===== config.mk =====
export PLATFORM = sky130hd
export DESIGN_NAME = seg7_scan_display_flat
export DESIGN_NICKNAME = d
export VERILOG_FILES = /design/src/rtl/seg7_scan_display_if.sv /design/src/rtl/seg7_scan_display.sv /design/src/flat_wrapper.sv
export SDC_FILE = /design/constraint.sdc
export NUM_CORES = 1
export LEC_CHECK = 0
export ABC_CLOCK_PERIOD_IN_PS = 1710
export CORE_ASPECT_RATIO = 1.75
export CORE_MARGIN = 2
export CORE_UTILIZATION = 52
export DETAILED_ROUTE_END_ITERATION = 6
export PLACE_DENSITY = 0.75
export SLEW_MARGIN = 0
export SYNTH_ARGS = -nofsm -noshare
export SYNTH_HDL_FRONTEND = slang
export SYNTH_SLANG_ARGS = --single-unit

===== constraint.sdc =====
create_clock -name clk -period 1.71 [get_ports clk]
set_input_delay 0.2565 -clock clk [delete_from_list [all_inputs] [get_ports clk]]
set_output_delay 0.2565 -clock clk [all_outputs]
set_load 0.02 [all_outputs]

===== src/rtl/seg7_scan_display_if.sv =====
// Bus bundle for seg7_scan_display.
//   count[3:0], dir, running : counter status, asynchronous to clk
//   blank                    : synchronous blanking request
//   an[3:0]                  : digit anodes, active-low
//   seg[6:0]                 : segments {g,f,e,d,c,b,a}, active-low
//   dp                       : decimal point, active-low
// master = status source / display consumer, slave = the scan controller.
interface seg7_scan_display_if;
  logic [3:0] count;
  logic       dir;
  logic       running;
  logic       blank;
  logic [3:0] an;
  logic [6:0] seg;
  logic       dp;

  modport master (output count, dir, running, blank, input an, seg, dp);
  modport slave  (input count, dir, running, blank, output an, seg, dp);
endinterface


===== src/rtl/seg7_scan_display.sv =====
// Four-digit multiplexed 7-segment driver for a 4-bit up/down counter.
// Digit 0: count mod 10, digit 1: tens (blank below 10), digit 2: U/d for
// direction, digit 3: '-' when stopped. Each slot opens with GUARD blank
// cycles to kill ghosting; dp on digit 0 blinks with a frame heartbeat.
// Ports:
//   clk   : system clock
//   reset : asynchronous, active-high
//   bus   : seg7_scan_display_if.slave (status inputs, an/seg/dp outputs)
module seg7_scan_display #(
  parameter int unsigned REFRESH_DIV = 100000,
  parameter int unsigned GUARD       = 4
) (
  input  logic                  clk,
  input  logic                  reset,
  seg7_scan_display_if.slave    bus
);

  localparam int unsigned PW = $clog2(REFRESH_DIV);

  // {running, dir, count} pipeline: two sync stages, filter compare, display
  logic [5:0]    sync1_q, sync1_d;
  logic [5:0]    sync2_q, sync2_d;
  logic [5:0]    prev_q,  prev_d;
  logic [5:0]    disp_q,  disp_d;
  logic [PW-1:0] presc_q, presc_d;
  logic [1:0]    idx_q,   idx_d;
  logic [5:0]    frame_q, frame_d;
  logic [3:0]    an_q,    an_d;
  logic [6:0]    seg_q,   seg_d;
  logic          dp_q,    dp_d;

  logic          wrap;
  logic          active;
  logic [3:0]    units;
  logic          tens_on;
  logic [6:0]    glyph;

  // Active-high digit glyphs {g..a}
  function automatic logic [6:0] digit_glyph(input logic [3:0] d);
    logic [6:0] g;
    g = 7'h00;
    case (d)
      4'd0: g = 7'h3F;
      4'd1: g = 7'h06;
      4'd2: g = 7'h5B;
      4'd3: g = 7'h4F;
      4'd4: g = 7'h66;
      4'd5: g = 7'h6D;
      4'd6: g = 7'h7D;
      4'd7: g = 7'h07;
      4'd8: g = 7'h7F;
      4'd9: g = 7'h6F;
      default: g = 7'h00;
    endcase
    return g;
  endfunction

  // Next-state and output decode
  always_comb begin
    sync1_d = {bus.running, bus.dir, bus.count};
    sync2_d = sync1_q;
    prev_d  = sync2_q;
    // Load only a value seen on two consecutive cycles; otherwise hold
    disp_d  = (sync2_q == prev_q) ? sync2_q : disp_q;

    wrap    = (presc_q == PW'(REFRESH_DIV - 1));
    presc_d = wrap ? '0 : presc_q + PW'(1);
    idx_d   = wrap ? idx_q + 2'd1 : idx_q;
    frame_d = (wrap && (idx_q == 2'd3) && disp_q[5]) ? frame_q + 6'd1 : frame_q;

    tens_on = (disp_q[3:0] >= 4'd10);
    units   = tens_on ? disp_q[3:0] - 4'd10 : disp_q[3:0];
    case (idx_q)
      2'd0:    glyph = digit_glyph(units);
      2'd1:    glyph = tens_on ? 7'h06 : 7'h00;
      2'd2:    glyph = disp_q[4] ? 7'h5E : 7'h3E;
      default: glyph = disp_q[5] ? 7'h00 : 7'h40;
    endcase

    active = (presc_q >= PW'(GUARD)) && !bus.blank;
    an_d   = 4'hF;
    seg_d  = 7'h7F;
    dp_d   = 1'b1;
    if (active) begin
      an_d  = ~(4'b0001 << idx_q);
      seg_d = ~glyph;
      dp_d  = !((idx_q == 2'd0) && frame_q[5]);
    end
  end

  // State and output registers
  always_ff @(posedge clk or posedge reset) begin
    if (reset) begin
      sync1_q <= '0;
      sync2_q <= '0;
      prev_q  <= '0;
      disp_q  <= '0;
      presc_q <= '0;
      idx_q   <= '0;
      frame_q <= '0;
      an_q    <= 4'hF;
      seg_q   <= 7'h7F;
      dp_q    <= 1'b1;
    end else begin
      sync1_q <= sync1_d;
      sync2_q <= sync2_d;
      prev_q  <= prev_d;
      disp_q  <= disp_d;
      presc_q <= presc_d;
      idx_q   <= idx_d;
      frame_q <= frame_d;
      an_q    <= an_d;
      seg_q   <= seg_d;
      dp_q    <= dp_d;
    end
  end

  assign bus.an  = an_q;
  assign bus.seg = seg_q;
  assign bus.dp  = dp_q;

endmodule


===== src/flat_wrapper.sv =====
// flat-port wrapper written by rule: the top's interface ports become plain ports
module seg7_scan_display_flat 
#(
  parameter int unsigned REFRESH_DIV = 100000,
  parameter int unsigned GUARD       = 4
)
  (clk, reset, bus_count, bus_dir, bus_running, bus_blank, bus_an, bus_seg, bus_dp);
  seg7_scan_display_if bus_i ();
  input  logic clk;
  input  logic reset;
  input wire logic [$bits(bus_i.count)-1:0] bus_count;
  input wire logic [$bits(bus_i.dir)-1:0] bus_dir;
  input wire logic [$bits(bus_i.running)-1:0] bus_running;
  input wire logic [$bits(bus_i.blank)-1:0] bus_blank;
  output wire logic [$bits(bus_i.an)-1:0] bus_an;
  output wire logic [$bits(bus_i.seg)-1:0] bus_seg;
  output wire logic [$bits(bus_i.dp)-1:0] bus_dp;
  assign bus_i.count = bus_count;
  assign bus_i.dir = bus_dir;
  assign bus_i.running = bus_running;
  assign bus_i.blank = bus_blank;
  assign bus_an = bus_i.an;
  assign bus_seg = bus_i.seg;
  assign bus_dp = bus_i.dp;
  seg7_scan_display #(.REFRESH_DIV(REFRESH_DIV), .GUARD(GUARD)) u_core (.clk(clk), .reset(reset), .bus(bus_i));
endmodule

Figure 1. Signal wires on met2.
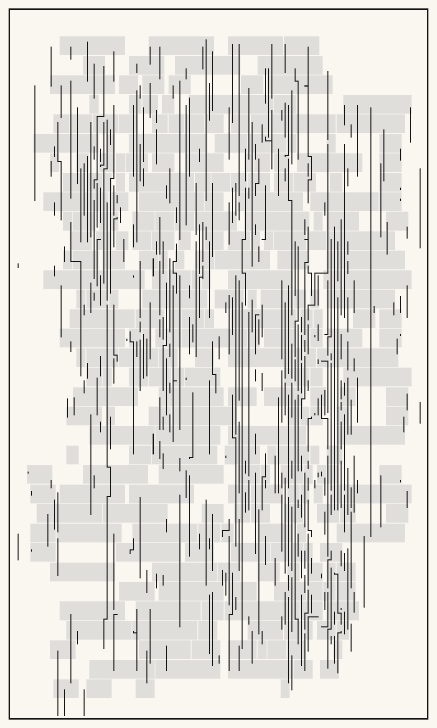
268 nets have wire on it. The layer carries 2560 microns of wire. The longest straight run is 59.8 microns.
via count: 1874
Detailed Route WL: 4760 microns
met2 usage: 32.9%

Figure 2. Wires at chosen ports, followed through buffers.
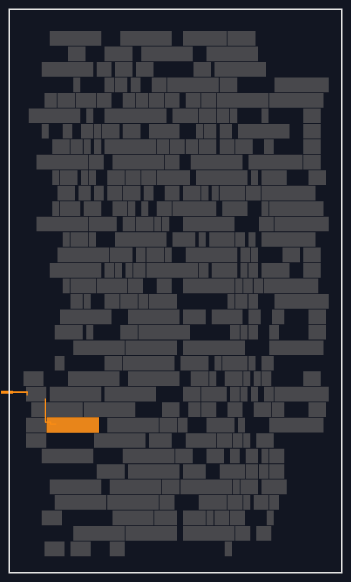
Key: bus_dir = orange [bits 1, direction input, edge west, end cells 1, buffers 1, wire 9.30 microns]

==> changes_impl.md <==
### Changed

- Status: completed
- Pre-CTS setup slack: -0.0370 ns
- Post-synthesis chip area from yosys: 2670 sq um
- Fin nets: 308
- Reg2Reg Depth: 4
- Top cells by count: dfrtp_1, nand2_1, nor2_1
- CP required: 1.94 ns
- Ao+oa area frac: 5.90%
- Most frequent cells in the layout: dfrtp_1, buf_4, nand2_1
- Critical path cell sequence: ha_2 -> nand4_1 -> nor4_4 -> mux2_4
- Synth logic family: simple AND/OR/NAND/NOR gates
- Tmin final: 1.67 ns
- Seq share, synth: 57.7%
- Seq cells post-synth: 61
- Wl on met1: 1860 microns
- Combinational share of power: 24.4%
- Reg2reg start: u_core.presc_q[1]
- Avg Inst Size Synth: 11.5 sq um
- Tool warnings: 36
- Leak: 1.58 nW
- DRC: 0
- Dominant cell area share: 45.9%
- Flop area: 1540 sq um
- Overflow left after global routing: 0
- CP Launch Type: flop
- CTS max path bufs: 2
- EDFF count, synth: 0
- Finished Cell Area: 3400 sq um
- Worst Hold Class: in -> async
- Busiest metal layer after global routing: met2
- Crit-path slowest cell: nor4_4
- Vias in the first global route: 1901
- Synth Warn #: 0
- Largest register FFs: 17
- Tap cells: 54
- Comb/total area: 32.5%
- Vias per cell: 5.42
- Relative slew slack: 67.1%
- # rows: 34
- VDD IR-drop max: 0.988 mV
- Synth top cell by count: dfrtp_1
- Area grow syn2layout: 27.3%
- Share of cells above drive strength 1: 27.7%
- Flop Count: 61
- Fmax achieved: 0.598 GHz
- Syn Std Cell Area: 2670 sq um
- Total GRT Usage: 19.4%
- Hold_buf cts: 0
- Initial antenna violation count: 0
- Unrepaired setup endpoints after global routing: true
- Min Hold Slack: 0.274 ns
- Non-Clock Buffer Count: 51
- Setup ws final: 0.0391 ns
- Biggest Area Class: registers
- Area leader, netlist: dfrtp_1
- Finished Layout Cells: 346
- Sequential share of power: 41.9%
- Largest net degree at the start of global routing: 28
- Power Dens Cells: 1200 nW/um^2
- Top cells by area, synth: dfrtp_1, dfstp_2, ha_1
- Die ar.: 5750 sq um
- CTS tree: built
- Met1 GRT Util: 20.0%
- # Cells Yosys: 233
- TritonRoute pass-1 iters: 4
- WP depth: 4
- First-pass GRT wire length: 8180 microns
- Core Box Area: 4980 sq um
- Fin util: 68.4%
- Post-cts sizing count: 15
- Non-clk invs: 10
- Comb. cell area: 1110 sq um
- NetSw: 1.17 mW
- Max-cap violations: 0
- Post-DP Area: 3120 sq um
- Fillers: 380
- Worst Path Arrival: 1.90 ns
- Simple share: 15.9%
- Clock Power Share: 33.7%
- Top_reg_cell synth: dfrtp_1
- Htree depth: 3
- Reg2reg end: u_core.frame_q[1]
- Crit. Startpoint: u_core.presc_q[1]
- Met2 WL: 2560 microns
- MUX share of area: 3.32%
- Critical Path Max Stage Delay: 0.45 ns
- Worst Max-Slew Pin Slew: 0.487 ns
- Capture point of the critical path: u_core.frame_q[1]
- Met3 wire length: 175 microns
- DP HPWL: 3470 microns
- Xor and xnor area share after synthesis: 8.85%
- Sink Count: 61
- ANT cells: 0
- Unique cell types: 42
- Max power group: sequential cells
- Adder Share, Synth: 5.62%
- DRT iter0 DRCs: 53
- Max Slew Vio Count: 0
- Asr flop ratio synth: 100%
- Root buffer cell: clkbuf_8
- Clk slew on worst S/H paths: 0.07 ns
- Die Ht: 98.8 microns
- TritonCTS Buffers: 9
- Combinational power: 0.993 mW
- Overall power: 4.07 mW
- Final setup fails: 0
- CP max FO: 5
- Placed insts: 325
- Sequential share of cell area: 45.3%
- I/O pin count: 21
- CP Capture Type: flop
- Clock buf count: 10
- Setup TNS: 0 ns
- Wire length per cell: 13.8 microns
- Final ANT Viol Nets: 0
- Skew-Pair Late Insertion Delay: 0.34 ns
- Syn Inst Count: 233
- Buffering overhead: 12.7%
- CP delay by family, top: simple AND/OR/NAND/NOR gates
- Net Sw Frac: 28.8%
- PortBufs: 20
- Die width: 58.2 microns
- Int Power: 2.90 mW
Figure 3. M3 wires.
The bar under the picture is 20 microns long.
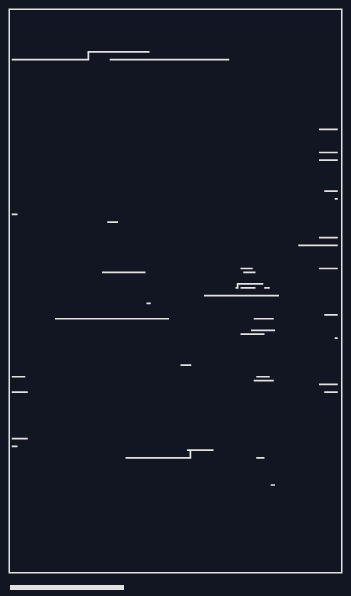
The layer carries 175 microns of wire. The wires run mostly horizontal. The layer holds 3.7% of the routed length.
met3 GRT Util: 5.51%

Figure 4. Cell classes on the final placement.
Fill, decap, tap and diode cells in gray.
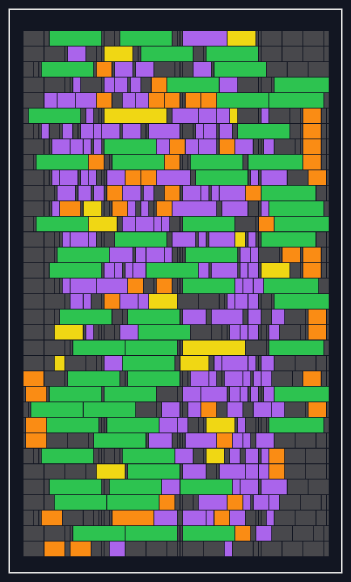
Key: registers = green [cells 61, share of their area 46%]; clock drivers and dummy loads = yellow [cells 16, share of their area 6.5%]; remaining buffers and delay cells = orange [cells 51, share of their area 13%]; remaining logic cells = purple [cells 164, share of their area 34%]

Power figures rest on the tool's default switching activity, not on a simulated workload.
